===== src/rtl/dmem_access_unit.sv =====
// Data-memory access unit: aligns one load/store onto a req/ack bus,
// stalls the pipe while open, and returns sign/zero-extended load data.
//
// Ports:
//   clk, rst                 clock, synchronous active-high reset
//   req_valid, addr, wdata   request from execute stage
//   dmemwe, LD_sel           store byte mask / load type encoding
//   stall                    hold upstream pipeline
//   done, rdata_valid, rdata completion pulse and load result
//   misalign, err            fault pulses (illegal/misaligned, timeout)
//   bus_req .. bus_wdata     data-memory bus request fields
//   bus_ack, bus_rdata       data-memory bus response
module dmem_access_unit #(
    parameter int TIMEOUT_CYCLES = 255,
    parameter int CNT_W          = 8
) (
    input  logic        clk,
    input  logic        rst,
    input  logic        req_valid,
    input  logic [31:0] addr,
    input  logic [31:0] wdata,
    input  logic [3:0]  dmemwe,
    input  logic [3:0]  LD_sel,
    output logic        stall,
    output logic        done,
    output logic        rdata_valid,
    output logic [31:0] rdata,
    output logic        misalign,
    output logic        err,
    output logic        bus_req,
    output logic        bus_we,
    output logic [31:0] bus_addr,
    output logic [3:0]  bus_be,
    output logic [31:0] bus_wdata,
    input  logic        bus_ack,
    input  logic [31:0] bus_rdata
);

    typedef enum logic [1:0] {
        IDLE,
        ISSUE,
        DONE
    } state_t;

    state_t           state;
    logic [CNT_W-1:0] cnt;
    logic [1:0]       off_q;
    logic [3:0]       ld_sel_q;

    logic        st_ok;
    logic        ld_ok;
    logic        is_half;
    logic        is_word;
    logic        mis;
    logic [31:0] shifted;
    logic [31:0] ext;

    // Request legality and alignment, evaluated on the live inputs in IDLE.
    always_comb begin
        st_ok = (LD_sel == 4'b0000) &&
                ((dmemwe == 4'b0001) || (dmemwe == 4'b0011) ||
                 (dmemwe == 4'b1111));
        ld_ok = (dmemwe == 4'b0000) &&
                ((LD_sel == 4'b0001) || (LD_sel == 4'b0011) ||
                 (LD_sel == 4'b1111) || (LD_sel == 4'b0101) ||
                 (LD_sel == 4'b0111));
        is_half = st_ok ? (dmemwe == 4'b0011)
                        : ((LD_sel == 4'b0011) || (LD_sel == 4'b0111));
        is_word = st_ok ? (dmemwe == 4'b1111) : (LD_sel == 4'b1111);
        mis = (is_half && addr[0]) || (is_word && (addr[1:0] != 2'b00));
    end

    // Load extraction from the returned word, using the captured offset.
    always_comb begin
        shifted = bus_rdata >> {off_q, 3'b000};
        unique case (ld_sel_q)
            4'b0001: ext = {{24{shifted[7]}}, shifted[7:0]};
            4'b0101: ext = {24'b0, shifted[7:0]};
            4'b0011: ext = {{16{shifted[15]}}, shifted[15:0]};
            4'b0111: ext = {16'b0, shifted[15:0]};
            default: ext = bus_rdata;
        endcase
    end

    assign stall = ((state == IDLE) && req_valid) || (state == ISSUE);

    always_ff @(posedge clk) begin
        if (rst) begin
            state       <= IDLE;
            cnt         <= '0;
            off_q       <= 2'b00;
            ld_sel_q    <= 4'b0000;
            done        <= 1'b0;
            rdata_valid <= 1'b0;
            rdata       <= 32'h0;
            misalign    <= 1'b0;
            err         <= 1'b0;
            bus_req     <= 1'b0;
            bus_we      <= 1'b0;
            bus_addr    <= 32'h0;
            bus_be      <= 4'b0000;
            bus_wdata   <= 32'h0;
        end else begin
            // Completion flags are single-cycle pulses.
            done        <= 1'b0;
            rdata_valid <= 1'b0;
            misalign    <= 1'b0;
            err         <= 1'b0;
            case (state)
                IDLE: begin
                    if (req_valid) begin
                        off_q    <= addr[1:0];
                        ld_sel_q <= LD_sel;
                        cnt      <= '0;
                        if ((st_ok || ld_ok) && !mis) begin
                            state     <= ISSUE;
                            bus_req   <= 1'b1;
                            bus_we    <= st_ok;
                            bus_addr  <= {addr[31:2], 2'b00};
                            bus_be    <= st_ok ? (dmemwe << addr[1:0]) : 4'b0000;
                            bus_wdata <= wdata << {addr[1:0], 3'b000};
                        end else begin
                            state    <= DONE;
                            done     <= 1'b1;
                            misalign <= 1'b1;
                        end
                    end
                end
                ISSUE: begin
                    if (bus_ack || (cnt == CNT_W'(TIMEOUT_CYCLES - 1))) begin
                        state     <= DONE;
                        done      <= 1'b1;
                        bus_req   <= 1'b0;
                        bus_we    <= 1'b0;
                        bus_addr  <= 32'h0;
                        bus_be    <= 4'b0000;
                        bus_wdata <= 32'h0;
                        if (!bus_ack) begin
                            err <= 1'b1;
                        end else if (!bus_we) begin
                            rdata       <= ext;
                            rdata_valid <= 1'b1;
                        end
                    end else begin
                        cnt <= cnt + 1'b1;
                    end
                end
                DONE: begin
                    state <= IDLE;
                end
                default: begin
                    state <= IDLE;
                end
            endcase
        end
    end

endmodule


===== config.mk =====
export PLATFORM = sky130hd
export DESIGN_NAME = dmem_access_unit
export DESIGN_NICKNAME = d
export VERILOG_FILES = /design/src/rtl/dmem_access_unit.sv
export SDC_FILE = /design/constraint.sdc
export NUM_CORES = 1
export LEC_CHECK = 0
export CORE_ASPECT_RATIO = 0.8
export CORE_UTILIZATION = 39
export CTS_CLUSTER_SIZE = 20
export DETAILED_ROUTE_END_ITERATION = 10
export PLACE_DENSITY = 0.77
export REMOVE_ABC_BUFFERS = 1
export SYNTH_ARGS = -nofsm -noshare
export SYNTH_HDL_FRONTEND = slang
export SYNTH_SLANG_ARGS = --single-unit

===== constraint.sdc =====
create_clock -name clk -period 1.7 [get_ports clk]
set_clock_uncertainty 0.05 [all_clocks]
set_input_delay 0.425 -clock clk [delete_from_list [all_inputs] [get_ports clk]]
set_output_delay 0.425 -clock clk [all_outputs]
set_load 0.02 [all_outputs]

layers.png
Two of the layers only.
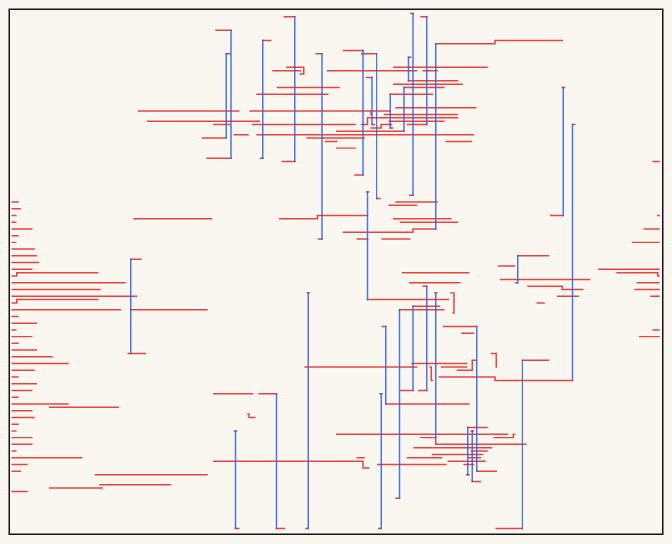
- blue: M4 (wire length 763 um)
- red: M3 (wire length 1,320 um)

pinout.png
Pins as bars across the die edge, other pins in gray.
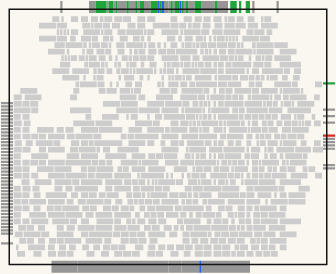
- green: rdata (pins 32; direction output; edge 31 top, 1 right)
- blue: bus_be (pins 4; direction output; edge 3 top, 1 bottom)
- red: bus_we (pins 1; direction output; edge right)

m3.png
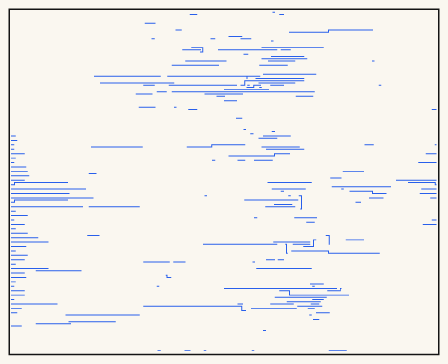
- wire length on this layer: 1,320 um
- main direction: horizontal
- nets with wire on the layer: 134
- longest straight run: 43.7 um
- share of all routed wire: 6.3%
routed wire length: 20,990 um
met3 usage: 6.253%

ff_map.png
Other sequential cells in the stronger gray, the rest of the logic in the fainter gray.
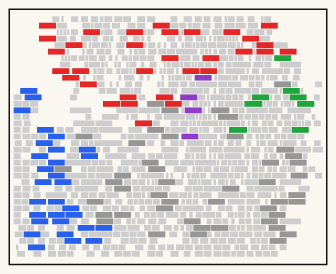
- purple: ld_sel_q (placed flops 4)
- red: rdata (placed flops 32)
- blue: bus_addr (placed flops 30)
- green: cnt (placed flops 8)
- not colored: 46
sequential cell area share: 25.23%
Flop area: 2411 um2
seq pwr: 2.85 mW

==> flow_metrics.env <==
# flow metrics
export IMPL_rsz0062_at_grt="yes"
export IMPL_utilization_pct=73.47
export IMPL_wl_per_cell_um=19.84
export IMPL_layout_top_cells="dfxtp_1, dlygate4sd2_1, clkdlybuf4s50_1, buf_4, nor2_1"
export IMPL_fin_total_pwr_mw=7.411
export IMPL_period_used_pct=110.1
export IMPL_routed_via_count=5824
export IMPL_drc_errors=0
export IMPL_syn_area_per_cell_um2=9.192
export IMPL_ant_nets=0
export IMPL_grt_usage_pct=28.24
export IMPL_cts_num_sinks=120
export IMPL_ir_worst_vdd_v=0.0007012
export IMPL_die_area_um2=13930
export IMPL_die_y_um=105.8
export IMPL_worst_slack_ps=-171.0
export IMPL_cts_buffer_depth=2
export IMPL_start_kind="primary input"
export IMPL_ff_type="dfxtp_1"
export IMPL_numSynthFlops=120
export IMPL_hp_start="LD_sel[1]"
export IMPL_cts_clk_slew_worst_paths_ps=60
export IMPL_synth_seq_share_pct=45.77
export IMPL_dp_hpwl_um=12630
export IMPL_drt_first_pass_iters=7
export IMPL_hold_buffers=0
export IMPL_timing_rr_end="cnt[3]"
export IMPL_failed_checks="setup timing"
export IMPL_hold_ws_ps=269.4
export IMPL_gp_congestion=0.9132
export IMPL_critPathMostFrequentCell="buf_12"
export IMPL_cp_end_kind="flop"
export IMPL_critical_path_class="in2reg"
export IMPL_status="complete, but fails checks"
export IMPL_yosys_warnings=0
export IMPL_nets=980
export IMPL_ys_sh_xor_pct=1.168
export IMPL_worst_path_max_fanout=8
export IMPL_ys_chip_area_um2=5249
export IMPL_num_io_pins=215
export IMPL_io_buffers=212
export IMPL_nFillCells=851
export IMPL_setup_viol_count_final=84
export IMPL_max_stage_delay_ps=260
export IMPL_grt_pass1_wl_um=30780
export IMPL_edf_count=0
export IMPL_synth_cells=571
export IMPL_netlist_area_um2=5249
export IMPL_path_buffers=5
export IMPL_topCellsByArea="dfxtp_1, a22o_1, mux2i_1, nor2_1, nand2_1"
export IMPL_fa_ha_area_share_pct=0.4768
export IMPL_fin_crit_ps=1871
export IMPL_leakagePower_nw=4.220
export IMPL_lay_top_count="dfxtp_1"
export IMPL_hold_end="ld_sel_q[1]"
export IMPL_top_logic_kind="AND-OR/OR-AND gates"
export IMPL_netlist_area_leader_share_pct=45.77
export IMPL_reg2reg_slack_ps=-170
export IMPL_drv_slew=0
export IMPL_hold_class="in2reg"
export IMPL_area_delta_synth_final_pct=82.10
export IMPL_dieWidth_um=131.7
export IMPL_core_um2=13010
export IMPL_max_slew_margin_pct=63.57
export IMPL_grt_pass1_vias=5979
export IMPL_fp_util_pct=40.35
export IMPL_finalHoldViolations=0
export IMPL_grt_remaining_overflow=0
[logic make-up after synthesis]
logic type / count (synthesis)
flops: 120
compound gates: 179
xor+xnor: 7
buf+inv: 61
simple gates: 167
other cells: 1
mux: 34
fa+ha+maj: 2
[cell usage after synthesis (2+ instances only)]
library cell  count
a211oi_1         27
nand2_1          55
a2bb2oi_1         8
buf_6             7
buf_2             6
xnor2_1           3
o2bb2ai_1         8
o22ai_1           2
and3_1            2
a221oi_1          7
nand3_1           6
buf_4             5
o41ai_1           9
dfxtp_1         120
inv_1            13
nand2b_1          9
mux2i_1          32
ha_1              2
and3b_1           2
buf_1             3
xor2_1            4
nor2_1           61
o221ai_1          7
mux2_2            2
nand4_1           2
o21ai_0          21
or2_2             2
a21oi_1          34
a22o_1           46
nor3_1            9
nor2b_1          11
clkbuf_1         27
[worst min-delay path: cells and delay by family]
family / cells / cell delay [ps]
buffers and inverters: 1 / 140
AOI/OAI and AO/OA: 1 / 60
and+or+nand+nor: 1 / 60
[worst max-delay path by stage]
stage / from / endpoint / cells past startpoint
2_1_floorplan: LD_sel[0] / bus_wdata[24] / 5
3_3_place_gp: dmemwe[3] / bus_wdata[24] / 7
3_5_place_dp: dmemwe[3] / bus_wdata[5] / 7
4_1_cts: cnt[0] / bus_addr[2] / 10
5_1_grt: cnt[0] / cnt[7] / 8
6_report: dmemwe[3] / bus_wdata[0] / 10
[state kept, by name, indices dropped and copies added (netlist names), 2 cells and up]
| register | count |
|---|---|
| bus_wdata | 32 |
| rdata | 32 |
| bus_addr | 30 |
| cnt | 8 |
| bus_be | 4 |
| ld_sel_q | 4 |
| off_q | 2 |
| state | 2 |
[final cells by class]
type                    instances  area (um2)  share of cell area (%)
well taps                     175       219.0                   2.291
inverters                      13       48.80                  0.5105
clock buffers                  17       425.4                   4.451
flip-flops and latches        120        2411                   25.23
repair buffers                326        3174                   33.21
clock inverters                15       152.6                   1.597
multi-input cells             392        3127                   32.71
[report_power, final]
part	leakage, nW	switching, mW	internal (mW)
sequential	0.971	0.0182	2.84
combinational	2.97	0.464	0.519
clock	0.279	1.51	2.07
total	4.22	1.99	5.42
[per-stage QoR]
stage | std cells | setup WS, ps | TNS (ps) | instance area (um2)
5_1_grt | 1058 | -226.3 | -9765 | 9558
6_report | 1058 | -171.0 | -4152 | 9558
3_3_place_gp | 997 | -706.2 | -63620 | 8083
4_1_cts | 1051 | -166.4 | -6995 | 9165
2_1_floorplan | 524 | -1217 | -86830 | 4994
3_5_place_dp | 997 | -786.9 | -70090 | 8083
[routing by layer]
metal / track usage (%) / vias to the layer above / share of wire (%)
met1: 33.00 / 2799 / 39
met5: 0 / - / 0
met2: 49.58 / 270 / 51
li1: - / 2687 / -
met3: 6.253 / 68 / 6.3
met4: 12.38 / 0 / 3.6
[timing repair]
action	CTS	global route
setup endpoints to repair	205	104
resized	206	76
cloned	9	4
buffers inserted	13	9
pin swaps	36	36
Power figures rest on the tool's default switching activity, not on a simulated workload.
